`config.mk`:
```
export PLATFORM = sky130hd
export DESIGN_NAME = clk_ratio_detector
export DESIGN_NICKNAME = d
export VERILOG_FILES = /design/src/rtl/clk_ratio_detector.sv
export SDC_FILE = /design/constraint.sdc
export NUM_CORES = 1
export LEC_CHECK = 0
export ABC_AREA = 1
export CAP_MARGIN = 20
export CORE_UTILIZATION = 45
export CTS_CLUSTER_SIZE = 14
export DETAILED_ROUTE_END_ITERATION = 6
export MAX_ROUTING_LAYER = met4
export PLACE_DENSITY = 0.63
export SLEW_MARGIN = 25
export SYNTH_ARGS = -nofsm -noshare
export SYNTH_HDL_FRONTEND = slang
export SYNTH_SLANG_ARGS = --single-unit
```
`constraint.sdc`:
```
create_clock -name i_ref_clk -period 2.6 [get_ports i_ref_clk]
set_clock_uncertainty 0.2 [all_clocks]
set_input_delay 0.78 -clock i_ref_clk [delete_from_list [all_inputs] [get_ports i_ref_clk]]
set_output_delay 0.78 -clock i_ref_clk [all_outputs]
set_load 0.01 [all_outputs]
```
`src/rtl/clk_ratio_detector.sv`:
```
// Measures the period and high time of a divided clock sampled in the reference domain.
// Reports each capture with o_valid. Raises o_lock after repeated identical captures and pulses o_timeout when edges stop.
module clk_ratio_detector #(
    parameter int RATIO_WD    = 4,
    parameter int SYNC_STAGES = 2,
    parameter int LOCK_CNT    = 3
) (
    input  logic                i_ref_clk,
    input  logic                i_rst,
    input  logic                i_en,
    input  logic                i_meas_clk,
    output logic [RATIO_WD-1:0] o_ratio,
    output logic [RATIO_WD-1:0] o_high_cnt,
    output logic                o_valid,
    output logic                o_lock,
    output logic                o_timeout
);

    localparam logic [RATIO_WD-1:0] CNT_MAX   = {RATIO_WD{1'b1}};
    localparam logic [RATIO_WD-1:0] CNT_ONE   = RATIO_WD'(1);
    localparam logic [2:0]          MATCH_TGT = 3'(LOCK_CNT);

    typedef enum logic [1:0] {
        IDLE,
        WAIT_EDGE,
        MEASURE
    } state_t;

    state_t                state_q, state_d;
    logic [SYNC_STAGES-1:0] sync_q;
    logic                  s_prev;
    logic                  s_cur;
    logic                  rise;

    logic [RATIO_WD-1:0]   per_q, per_d;
    logic [RATIO_WD-1:0]   high_q, high_d;
    logic [2:0]            match_q, match_d;
    logic [RATIO_WD-1:0]   ratio_d, high_out_d;
    logic                  valid_d, lock_d, timeout_d;

    assign s_cur = sync_q[SYNC_STAGES-1];
    assign rise  = s_cur & ~s_prev;

    // The sampling chain runs independently of i_en so the edge history is valid on enable.
    always_ff @(posedge i_ref_clk or negedge i_rst) begin
        if (!i_rst) begin
            sync_q <= '0;
            s_prev <= 1'b0;
        end else begin
            // NOTE: non-blocking assignments make every stage sample the previous stage's old value.
            // Blocking assignments here would collapse the chain into a single flop.
            sync_q[0] <= i_meas_clk;
            for (int i = 1; i < SYNC_STAGES; i++) begin
                sync_q[i] <= sync_q[i-1];
            end
            s_prev <= s_cur;
        end
    end

    always_ff @(posedge i_ref_clk or negedge i_rst) begin
        if (!i_rst) begin
            state_q    <= IDLE;
            per_q      <= '0;
            high_q     <= '0;
            match_q    <= '0;
            o_ratio    <= '0;
            o_high_cnt <= '0;
            o_valid    <= 1'b0;
            o_lock     <= 1'b0;
            o_timeout  <= 1'b0;
        end else begin
            state_q    <= state_d;
            per_q      <= per_d;
            high_q     <= high_d;
            match_q    <= match_d;
            o_ratio    <= ratio_d;
            o_high_cnt <= high_out_d;
            o_valid    <= valid_d;
            o_lock     <= lock_d;
            o_timeout  <= timeout_d;
        end
    end

    always_comb begin
        // NOTE: every output of this block is assigned a default first.
        // Without the defaults, a path that skips an assignment would infer a latch.
        state_d    = state_q;
        per_d      = per_q;
        high_d     = high_q;
        match_d    = match_q;
        ratio_d    = o_ratio;
        high_out_d = o_high_cnt;
        valid_d    = 1'b0;
        lock_d     = o_lock;
        timeout_d  = 1'b0;

        if (!i_en) begin
            state_d = IDLE;
            per_d   = '0;
            high_d  = '0;
            match_d = '0;
            lock_d  = 1'b0;
        end else begin
            unique case (state_q)
                IDLE: state_d = WAIT_EDGE;

                WAIT_EDGE: begin
                    if (rise) begin
                        per_d   = CNT_ONE;
                        high_d  = CNT_ONE;
                        state_d = MEASURE;
                    end
                end

                MEASURE: begin
                    if (rise) begin
                        ratio_d    = per_q;
                        high_out_d = high_q;
                        valid_d    = 1'b1;
                        per_d      = CNT_ONE;
                        high_d     = CNT_ONE;
                        // A match count of zero marks the first capture after a fresh edge search.
                        if (match_q != 3'd0 && per_q == o_ratio && high_q == o_high_cnt) begin
                            if (match_q < MATCH_TGT) match_d = match_q + 3'd1;
                        end else begin
                            match_d = 3'd1;
                        end
                        lock_d = (match_d >= MATCH_TGT);
                    end else if (per_q == CNT_MAX) begin
                        timeout_d = 1'b1;
                        lock_d    = 1'b0;
                        match_d   = '0;
                        per_d     = '0;
                        high_d    = '0;
                        state_d   = WAIT_EDGE;
                    end else begin
                        per_d = per_q + CNT_ONE;
                        if (s_cur && high_q != CNT_MAX) high_d = high_q + CNT_ONE;
                    end
                end

                default: state_d = IDLE;
            endcase
        end
    end

endmodule

```
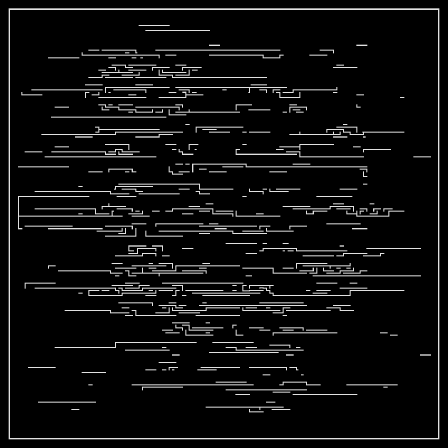
(images/m1.png)
- main direction: horizontal
- wire length on this layer: 1390 um
- share of all routed wire: 50%
- nets with wire on the layer: 190
- longest straight run: 17.0 um
met1 GRT Util: 26.7%
Vias: 1162

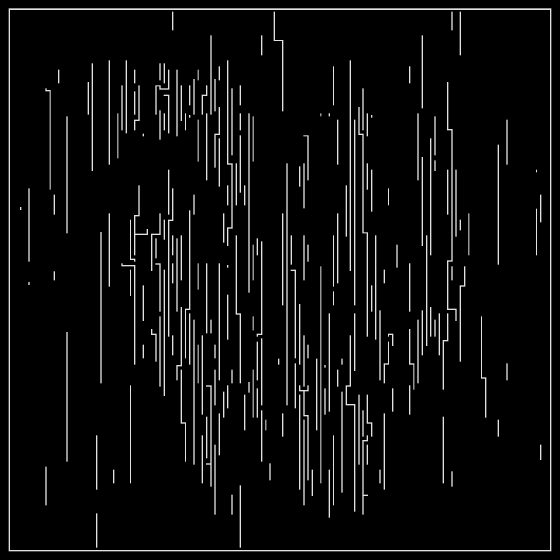
(images/m2.png)
- wire length on this layer: 1270 um
- longest straight run: 26.2 um
- nets with wire on the layer: 151
- main direction: vertical
- share of all routed wire: 46%
total wire length: 2.76 mm
met2 Track Usage GR: 28.2%

==> flow_summary_export.csv <==
group,metric,value,unit
route,ant_nets,0,
finish,stdcell_count,244,
synthesis,synth_warnings,0,
placed_design,place_hpwl,2.05,mm
floorplanning,die_width,58.7,um
worst_setup_path,path_max_fanout,4,
floorplanning,die_y,58.7,um
worst_hold_path,hp-start,"sync_q[0]$_DFF_PN0_",
worst_setup_path,critPathKind,"flop to output port",
pwr,swShare,26.5,%
pwr,irDropWorstVdd,0.000291,V
global_routing,grt-ovfl-total,0,
route,drc,0,
sta,fin_crit,2290,ps
worst_setup_path,path_buffers,1,
finish,fillers,301,
route,drtPass1Iterations,4,
global_routing,grt_max_degree,28,
pwr,switchingPower,0.191,mW
sta,maxSlewViolCount,0,
clock_network,cts_buffer_depth,2,
worst_setup_path,r2r-end,"high_q[3]$_DFFE_PN0P_",
floorplanning,core.rowCount,20,
worst_setup_path,worst_ep_arrival_time,1310,ps
worst_setup_path,reg2reg_slack,790,ps
sta,tns,0,ps
sta,setup_slack,305,ps
route,vias_per_cell,4.76,
clock_network,cts_tree,"yes",
synthesis,yosysMostFrequentCell,"nand2_1",
sta,rsz0062_at_grt,"no",
pwr,p_leak,0.821,nW
route,drt_iter0_markers,61,
worst_hold_path,hold_path.class,"flop to flop",
clock_network,cts_hold_buf,0,
clock_network,path_clk_slew,140,ps
synthesis,yosys_area,1450,um2
floorplanning,coreArea,3050,um2
sta,slew_headroom,77.5,%
synthesis,yosysCellCount,181,
worst_setup_path,startpoint,"o_high_cnt[3]$_DFFE_PN0P_",
synthesis,edf_count,0,
clock_network,clockRootBuffer,"clkbuf_4",
synthesis,ys_ff,27,
sta,fin_hold_ws,165,ps
worst_setup_path,required,1620,ps
sta,final-setup-viol-count,0,
pwr,seq_power_share,62.5,%
worst_hold_path,whs_endpoint,"sync_q[1]$_DFF_PN0_",
floorplanning,io_pins,15,
synthesis,ys_types,24,
worst_setup_path,slowest_stage,"clkdlybuf4s50_1",
worst_setup_path,worstSetupEndpoint,"o_high_cnt[3]",
finish,layout_top_cells,"46 x nand2_1, 27 x dfrtp_1, 23 x inv_1",
finish,layout_top_cell,"nand2_1",
clock_network,clk_latency,310,ps
pwr,power_leader,"registers",
global_routing,grt-busiest-layer,"met2",
worst_setup_path,cp-end-kind,"output port",
global_routing,antenna_found_initial,0,
worst_setup_path,crit_cells,1,
synthesis,synth_nets,189,
pwr,power-per-cell-area,430,nW/um2
flow_run,warning_count,27,
finish,area_growth_syn_to_layout,15.5,%
sta,worst_pin_slew,338,ps
finish,register_area,676,um2
pwr,clockPowerShare,24.9,%
synthesis,synth_top_cell_by_area,"dfrtp_1",
pwr,combPwrFrac,12.6,%
pwr,internal_power,0.529,mW
sta,hold_viol,0,
worst_setup_path,critical-path-top-delay-family,"buffers and inverters",
synthesis,synth_area,1450,um2
synthesis,async_reset_ff_share,100,%
worst_setup_path,worstPathCellList,"clkdlybuf4s50_1",
global_routing,grtUsageTotal,18.7,%
synthesis,synth.avg_cell_area,8.00,um2
floorplanning,fp-utilization,47.5,%
finish,combGateArea,657,um2
synthesis,seq_area_frac_synth,46.6,%
clock_network,cts_setup_buffers,0,
status,status,"finished clean",
worst_setup_path,reg2reg_depth,7,
flow_run,cap_violations,0,
clock_network,cts_resized,0,
route,wl_met3,78,um
synthesis,top_cells_by_count,"46 x nand2_1, 27 x dfrtp_1, 23 x inv_1",
floorplanning,chipArea,3450,um2
finish,drive_gt1_share,9.50,%
pwr,powerSeq,0.450,mW
placed_design,gp_congestion,0.866,
sta,final.period_utilization,88.3,%
clock_network,cts.sink_count,27,
worst_setup_path,critPathLaunchType,"flop",
worst_setup_path,cp_slowest_stage_delay,560,ps
finish,final_util,54.8,%
global_routing,grt_pass1_vias,1089,
worst_setup_path,timing.rr.start,"per_q[0]$_DFFE_PN0P_",
route,wire_per_inst,11.3,um
route,top_layer,"met4",
pwr,p_total,0.720,mW
placed_design,placed_area,1650,um2
clock_network,cts_made_buffers,3,
global_routing,grt_pass1_wl,4.82,mm
route,wl_met1,1.39,mm
placed_design,dp.cells,240,
worst_hold_path,holdPathStages,0,
placed_design,pre_cts_slack,157,ps
placed_design,numPortBuffers,14,
pwr,comb_power,0.0909,mW
pwr,clock_net_power,0.179,mW
synthesis,syn_inst,181,
finish,n_antenna_cell,0,
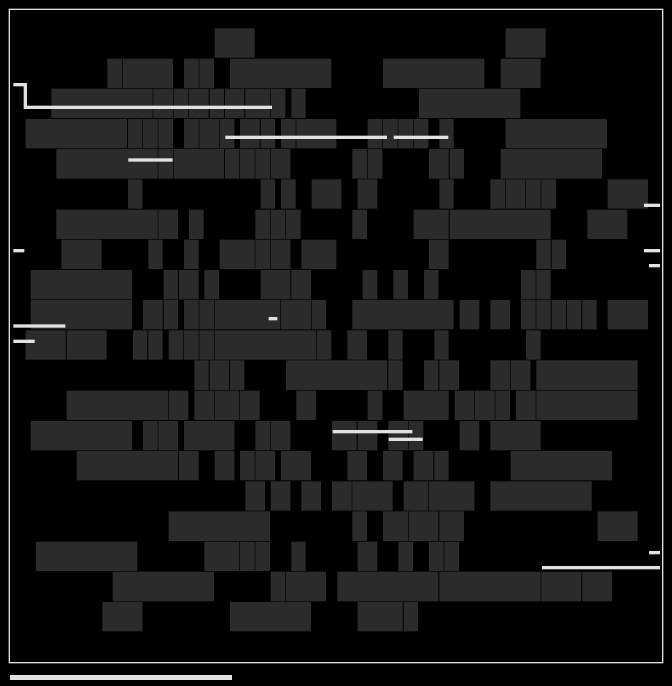
(images/m3.png)
Bar = 20 um. Cells faint in the background.
- share of all routed wire: 2.8%
- nets with wire on the layer: 14
- longest straight run: 22.1 um
GR Layer Usage met3: 2.20%

==> final cells by class <==
cell class                      instances  share of cell area, %
Sequential cell                        27                   40.4
Multi-Input combinational cell        125                   39.2
Timing Repair Buffer                   16                   9.27
Inverter                               28                   6.28
Tap cell                               44                   3.29
Clock buffer                            4                   1.57
==> sequential cells by signal (all words and copies together), names as in the netlist <==
register,flops
state_q,2
per_q,4
o_timeout,1
o_high_cnt,4
o_lock,1
sync_q,2
s_prev,1
match_q,3
o_ratio,4
high_q,4
o_valid,1
==> kinds of logic after synthesis <==
group	Yosys count	synth area share, %
simple gates	89	28.8
xor+xnor	4	2.42
buf+inv	29	8.03
compound gates	28	10.6
flops	27	46.6
fa+ha+maj	4	3.45
Power is estimated from default activity; no workload was simulated.
